===== src/rtl/fxp_pkg.sv =====
// Shared fixed-point definitions for the RLS datapath arithmetic blocks.
package fxp_pkg;

  localparam int NBITS_RLS = 32;
  localparam int FRAC_RLS  = 16;
  localparam int MAXW      = 64;

  typedef enum logic {
    RND_TRUNC   = 1'b0,
    RND_HALF_UP = 1'b1
  } rnd_mode_e;

  // Patterns are right-aligned in MAXW bits; callers truncate to their width.
  function automatic logic [MAXW-1:0] max_pos(input int unsigned w);
    return (MAXW'(1) << (w - 1)) - MAXW'(1);
  endfunction

  function automatic logic [MAXW-1:0] max_neg(input int unsigned w);
    return MAXW'(1) << (w - 1);
  endfunction

endpackage


===== src/rtl/fxp_mult_pipe_if.sv =====
// Operand/result handshake bundle for the pipelined fixed-point multiplier.
interface fxp_mult_pipe_if
  import fxp_pkg::*;
#(
  parameter int NBITS = NBITS_RLS
);
  logic             in_valid;
  logic             in_ready;
  logic [NBITS-1:0] a;
  logic [NBITS-1:0] b;
  logic             out_valid;
  logic             out_ready;
  logic [NBITS-1:0] res;
  logic             ovf;

  modport master (
    output in_valid, a, b, out_ready,
    input  in_ready, out_valid, res, ovf
  );

  modport slave (
    input  in_valid, a, b, out_ready,
    output in_ready, out_valid, res, ovf
  );
endinterface


===== src/rtl/fxp_round_sat.sv =====
// Combinational Q-format rescale of a full-width product: round/truncate, then clamp or wrap.
module fxp_round_sat
  import fxp_pkg::*;
#(
  parameter int NBITS    = NBITS_RLS,
  parameter int FRAC     = FRAC_RLS,
  parameter int ROUND    = 1,
  parameter int SATURATE = 1
) (
  input  logic signed [2*NBITS-1:0] p,
  output logic        [NBITS-1:0]   res,
  output logic                      ovf
);

  localparam int W   = 2 * NBITS + 1;
  localparam int RSH = (FRAC > 0) ? FRAC - 1 : 0;
  localparam bit DO_RND = (ROUND == int'(RND_HALF_UP)) && (FRAC > 0);
  localparam logic signed [W-1:0]     RND_ADD = DO_RND ? (W'(1) << RSH) : '0;
  localparam logic        [NBITS-1:0] MAXP    = NBITS'(max_pos(NBITS));
  localparam logic        [NBITS-1:0] MAXN    = NBITS'(max_neg(NBITS));

  logic signed [W-1:0]     r;
  logic        [W-NBITS:0] hi;

  always_comb begin
    // One guard bit above the product so the rounding add never wraps.
    r   = (W'(p) + RND_ADD) >>> FRAC;
    hi  = r[W-1:NBITS-1];
    ovf = !((&hi) || !(|hi));
    res = r[NBITS-1:0];
    if (ovf && (SATURATE != 0)) begin
      res = r[W-1] ? MAXN : MAXP;
    end
  end

endmodule


===== src/rtl/fxp_mult_pipe.sv =====
// Pipelined signed fixed-point multiplier with valid/ready flow control and a global stall.
module fxp_mult_pipe
  import fxp_pkg::*;
#(
  parameter int NBITS    = NBITS_RLS,
  parameter int FRAC     = FRAC_RLS,
  parameter int LATENCY  = 3,
  parameter int SATURATE = 1,
  parameter int ROUND    = 1
) (
  input  logic             clk,
  input  logic             rst_n,
  fxp_mult_pipe_if.slave   bus,
  input  logic             clr_ovf,
  output logic             ovf_sticky,
  output logic             busy
);

  localparam int PW = 2 * NBITS;
  localparam int unsigned NP = LATENCY - 2;

  logic                    advance;
  logic [LATENCY-1:0]      vld;
  logic signed [NBITS-1:0] a_q, b_q;
  logic signed [PW-1:0]    p_last;
  logic [NBITS-1:0]        res_c, res_q;
  logic                    ovf_c, ovf_q;

  assign advance = !vld[LATENCY-1] || bus.out_ready;

  always_ff @(posedge clk or negedge rst_n) begin
    if (!rst_n) begin
      vld   <= '0;
      a_q   <= '0;
      b_q   <= '0;
      res_q <= '0;
      ovf_q <= 1'b0;
    end else if (advance) begin
      vld   <= {vld[LATENCY-2:0], bus.in_valid};
      a_q   <= bus.a;
      b_q   <= bus.b;
      res_q <= res_c;
      ovf_q <= ovf_c;
    end
  end

  // With LATENCY=2 the product is formed combinationally in front of the final stage.
  generate
    if (NP == 0) begin : g_np0
      assign p_last = PW'(a_q) * PW'(b_q);
    end else begin : g_prod
      logic signed [PW-1:0] pr [NP];

      always_ff @(posedge clk or negedge rst_n) begin
        if (!rst_n) begin
          for (int unsigned i = 0; i < NP; i++) pr[i] <= '0;
        end else if (advance) begin
          pr[0] <= PW'(a_q) * PW'(b_q);
          for (int unsigned i = 1; i < NP; i++) pr[i] <= pr[i-1];
        end
      end

      assign p_last = pr[NP-1];
    end
  endgenerate

  fxp_round_sat #(
    .NBITS    (NBITS),
    .FRAC     (FRAC),
    .ROUND    (ROUND),
    .SATURATE (SATURATE)
  ) u_round_sat (
    .p   (p_last),
    .res (res_c),
    .ovf (ovf_c)
  );

  // A delivered overflow takes priority over a coincident clear.
  always_ff @(posedge clk or negedge rst_n) begin
    if (!rst_n) begin
      ovf_sticky <= 1'b0;
    end else if (vld[LATENCY-1] && bus.out_ready && ovf_q) begin
      ovf_sticky <= 1'b1;
    end else if (clr_ovf) begin
      ovf_sticky <= 1'b0;
    end
  end

  assign bus.in_ready  = advance;
  assign bus.out_valid = vld[LATENCY-1];
  assign bus.res       = res_q;
  assign bus.ovf       = ovf_q;
  assign busy          = |vld;

endmodule


===== src/flat_wrapper.sv =====
// flat-port wrapper written by rule: the top's interface ports become plain ports
module fxp_mult_pipe_flat import fxp_pkg::*;
#(
  parameter int NBITS    = NBITS_RLS,
  parameter int FRAC     = FRAC_RLS,
  parameter int LATENCY  = 3,
  parameter int SATURATE = 1,
  parameter int ROUND    = 1
)
  (clk, rst_n, clr_ovf, ovf_sticky, busy, bus_in_valid, bus_a, bus_b, bus_out_ready, bus_in_ready, bus_out_valid, bus_res, bus_ovf);
  fxp_mult_pipe_if #(.NBITS(NBITS)) bus_i ();
  input  logic clk;
  input  logic rst_n;
  input  logic clr_ovf;
  output logic ovf_sticky;
  output logic busy;
  input wire logic [$bits(bus_i.in_valid)-1:0] bus_in_valid;
  input wire logic [$bits(bus_i.a)-1:0] bus_a;
  input wire logic [$bits(bus_i.b)-1:0] bus_b;
  input wire logic [$bits(bus_i.out_ready)-1:0] bus_out_ready;
  output wire logic [$bits(bus_i.in_ready)-1:0] bus_in_ready;
  output wire logic [$bits(bus_i.out_valid)-1:0] bus_out_valid;
  output wire logic [$bits(bus_i.res)-1:0] bus_res;
  output wire logic [$bits(bus_i.ovf)-1:0] bus_ovf;
  assign bus_i.in_valid = bus_in_valid;
  assign bus_i.a = bus_a;
  assign bus_i.b = bus_b;
  assign bus_i.out_ready = bus_out_ready;
  assign bus_in_ready = bus_i.in_ready;
  assign bus_out_valid = bus_i.out_valid;
  assign bus_res = bus_i.res;
  assign bus_ovf = bus_i.ovf;
  fxp_mult_pipe #(.NBITS(NBITS), .FRAC(FRAC), .LATENCY(LATENCY), .SATURATE(SATURATE), .ROUND(ROUND)) u_core (.clk(clk), .rst_n(rst_n), .bus(bus_i), .clr_ovf(clr_ovf), .ovf_sticky(ovf_sticky), .busy(busy));
endmodule

===== config.mk =====
export PLATFORM = sky130hd
export DESIGN_NAME = fxp_mult_pipe_flat
export DESIGN_NICKNAME = d
export VERILOG_FILES = /design/src/rtl/fxp_pkg.sv /design/src/rtl/fxp_mult_pipe_if.sv /design/src/rtl/fxp_round_sat.sv /design/src/rtl/fxp_mult_pipe.sv /design/src/flat_wrapper.sv
export SDC_FILE = /design/constraint.sdc
export NUM_CORES = 2
export LEC_CHECK = 0
export CAP_MARGIN = 20
export CORE_MARGIN = 2
export CORE_UTILIZATION = 67
export CTS_CLUSTER_DIAMETER = 40
export DETAILED_ROUTE_END_ITERATION = 8
export DONT_BUFFER_PORTS = 1
export PLACE_DENSITY = 0.94
export SLEW_MARGIN = 20
export SYNTH_ARGS = -nofsm -noshare
export SYNTH_HDL_FRONTEND = slang
export SYNTH_SLANG_ARGS = --single-unit
export TNS_END_PERCENT = 5

===== constraint.sdc =====
create_clock -name clk -period 18.35 [get_ports clk]
set_input_delay 5.505 -clock clk [delete_from_list [all_inputs] [get_ports clk]]
set_output_delay 5.505 -clock clk [all_outputs]
set_load 0.01 [all_outputs]

==> qor.yml <==
core_sq_mm: 0.0629
hold_viol: 0
yosysUniqueCellTypes: 61
rsz0062_at_grt: "false"
endpoint_kind: "output port"
grt_pass1_wl_mm: 187
synth.largest_area_cell: "fa_1"
crit_buf_inv: 2
ios: 106
worstSetupStartpointType: "input port"
num_vias: 32000
clkSlewWorstSetupHoldPaths_ns: 0.07
ys_warn_count: 0
flop_cell: "dfrtp_1"
post_cts_buffers: 0
drive_above_1_share: 0.0338
clock_path_buffers: 2
ys_ff: 150
outcome: "complete, no violations"
grt_pass1_vias: 37100
cpPeakStageDelay_ns: 0.46
crit_fanout: 105
slew_viol_final: 0
ys_cells: 4528
cts_tree: "yes"
routed_wl_mm: 114
grt_overflow_total: 0
relSlewSlack: 0.297
ys_area_sq_mm: 0.0424
yosysSeqAreaShare: 0.0885
crit_family: "buffers and inverters"
lay_top_cells: "fa_1, inv_1, nand2_1"
via_per_inst: 6.13
die.size.y_microns: 256
antenna_found_initial: 0
cts_resized: 0
syn_nets: 5859
postRouteAntennaNets: 0
synth_area_sq_mm: 0.0424
setup_tns_ns: 0
tightest_slew_ns: 1.05
initialDrtViolationCount: 3053
h-tree-depth: 4
root_buffer: "clkbuf_16"
numCtsBuffers: 17
path_class: "in -> out"
io_buffers: 0
edf_count: 0
ctsHoldBuffers: 0
area_leaders: "fa_1, dfrtp_1, inv_1"
cp_cell_sequence: "nor2b_4, buf_4, inv_6"
layout_min_cycle_time_ns: 11.99
grt_max_degree: 151
fmax_mhz: 83.4
cts.sinks: 150
nNetsFinal: 5700
yosys.area.top_type_share: 0.510
warnings: 30
fin_crit_sh: 0.653
antenna_cells: 0
report.final.setup_viol: 0
crit_arrival_ns: 6.48
crit_slowest_cell: "buf_4"
wl_per_cell_microns: 21.8
area_delta_synth_final_pct: 2.76
==> cell type report <==
class,count,area [sq um]
clock inverters,15,176
inverters,964,3620
clock buffers,17,425
multi-input cells,3170,34000
fillers,4126,19300
flip-flops and latches,150,3760
repair buffers,66,508
well taps,846,1060
==> state kept, by name (all words and copies together) (netlist names) <==
name               count
u_core.ovf_sticky      1
u_core.a_q            32
u_core.vld             3
u_core.g_prod.pr      49
u_core.b_q            32
u_core.bus.res        32
u_core.bus.ovf         1
==> worst paths after layout <==
path | startpoint | to | slack [ns] | depth (start not counted)
setup / recovery | bus_out_ready | bus_in_ready | 6.36 | 3
hold / removal | u_core.a_q[24] | u_core.a_q[24] | 0.47 | 2
setup reg to reg | u_core.b_q[2] | u_core.g_prod.pr[60] | 9.15 | 26
hold reg to reg | u_core.a_q[24] | u_core.a_q[24] | 0.47 | 2
max in group asynchronous | rst_n | u_core.a_q[7] | 13.39 | 0
min in group asynchronous | rst_n | u_core.bus.res[26] | 4.70 | 0
==> cells by family (layout without fill, tap and decap cells) <==
kind of cell,count (synthesis),in the layout,share of synthesized area
flops,150,150,0.0885
compound gates,272,272,0.0433
xor+xnor,94,94,0.0194
simple gates,1536,1536,0.174
mux,6,6,0.00156
fa+ha+maj,1262,1262,0.564
buf+inv,1208,1062,0.109
==> worst register-to-register path: cells and delay by family (launching register included) <==
family / cells / cell delay, ns
AOI/OAI and AO/OA: 8 / 1.50
xor gates and xnor gates: 1 / 0.14
adders and majority gates: 9 / 5.29
buffers and inverters: 6 / 1.15
DFF: 1 / 0.69
and+or+nand+nor: 2 / 0.28
==> routing by layer <==
| layer | track usage | share of wire | up-vias |
|---|---|---|---|
| li1 | - | - | 12800 |
| met1 | 0.404 | 0.31 | 16100 |
| met2 | 0.626 | 0.50 | 2249 |
| met3 | 0.0769 | 0.094 | 881 |
| met4 | 0.284 | 0.094 | 0 |
| met5 | 0.00292 | 0 | - |
==> synth_stat cells, drive strengths merged (7+ instances only) <==
library cell	n
clkbuf	229
a211oi	36
xor2	42
nand4	24
nand2	757
ha	181
a21oi	102
o21ai	47
a21o	25
nand2b	12
a31oi	7
xnor2	52
dfrtp	150
buf	15
nor2	127
nor3	10
inv	963
nand3	36
fa	1081
and2	518
and4	11
and3	23
o21bai	13
==> per-stage QoR <==
stage / instance area [sq um] / worst slack (ns) / util / std cells
6_report: 43600 / 6.36 / 0.694 / 5228
5_1_grt: 43600 / 6.31 / 0.694 / 5228
4_1_cts: 43600 / 5.84 / 0.693 / 5227
3_5_place_dp: 43000 / 5.85 / 0.684 / 5195
3_3_place_gp: 43000 / 5.88 / 0.684 / 5195
2_1_floorplan: 42400 / 6.59 / - / 4528
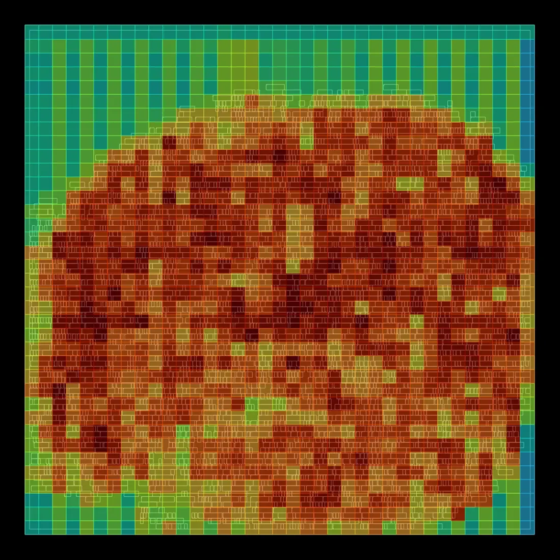
*Congestion heat map*
Total GRT Usage: 0.368
M3 GR Usage: 0.0769
final core utilization: 0.694

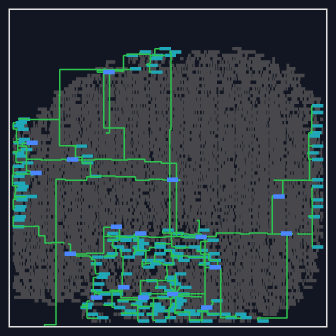
*Routed clock nets over the placement*
[green] clock wires | length: 2990 microns
[blue] clock-net drivers | count: 17
[cyan] flip-flops | count: 150
routed clock nets	18
skew final: 0.0268 ns
Latency at later pin: 0.53 ns

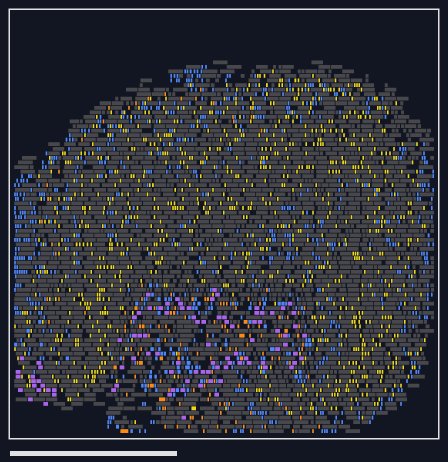
*Gate families picked out*
Bar = 100 microns.
color	family	cells	most used
orange	nor cells	146	nor2_1
purple	xor and xnor cells	94	xnor2_1
blue	nand cells	832	nand2_1
yellow	inv cells	964	inv_1
Top cell excl fill/tap: fa_1
fraction of area in multi-input gates: 0.781
Post-Layout Cell Count: 5228

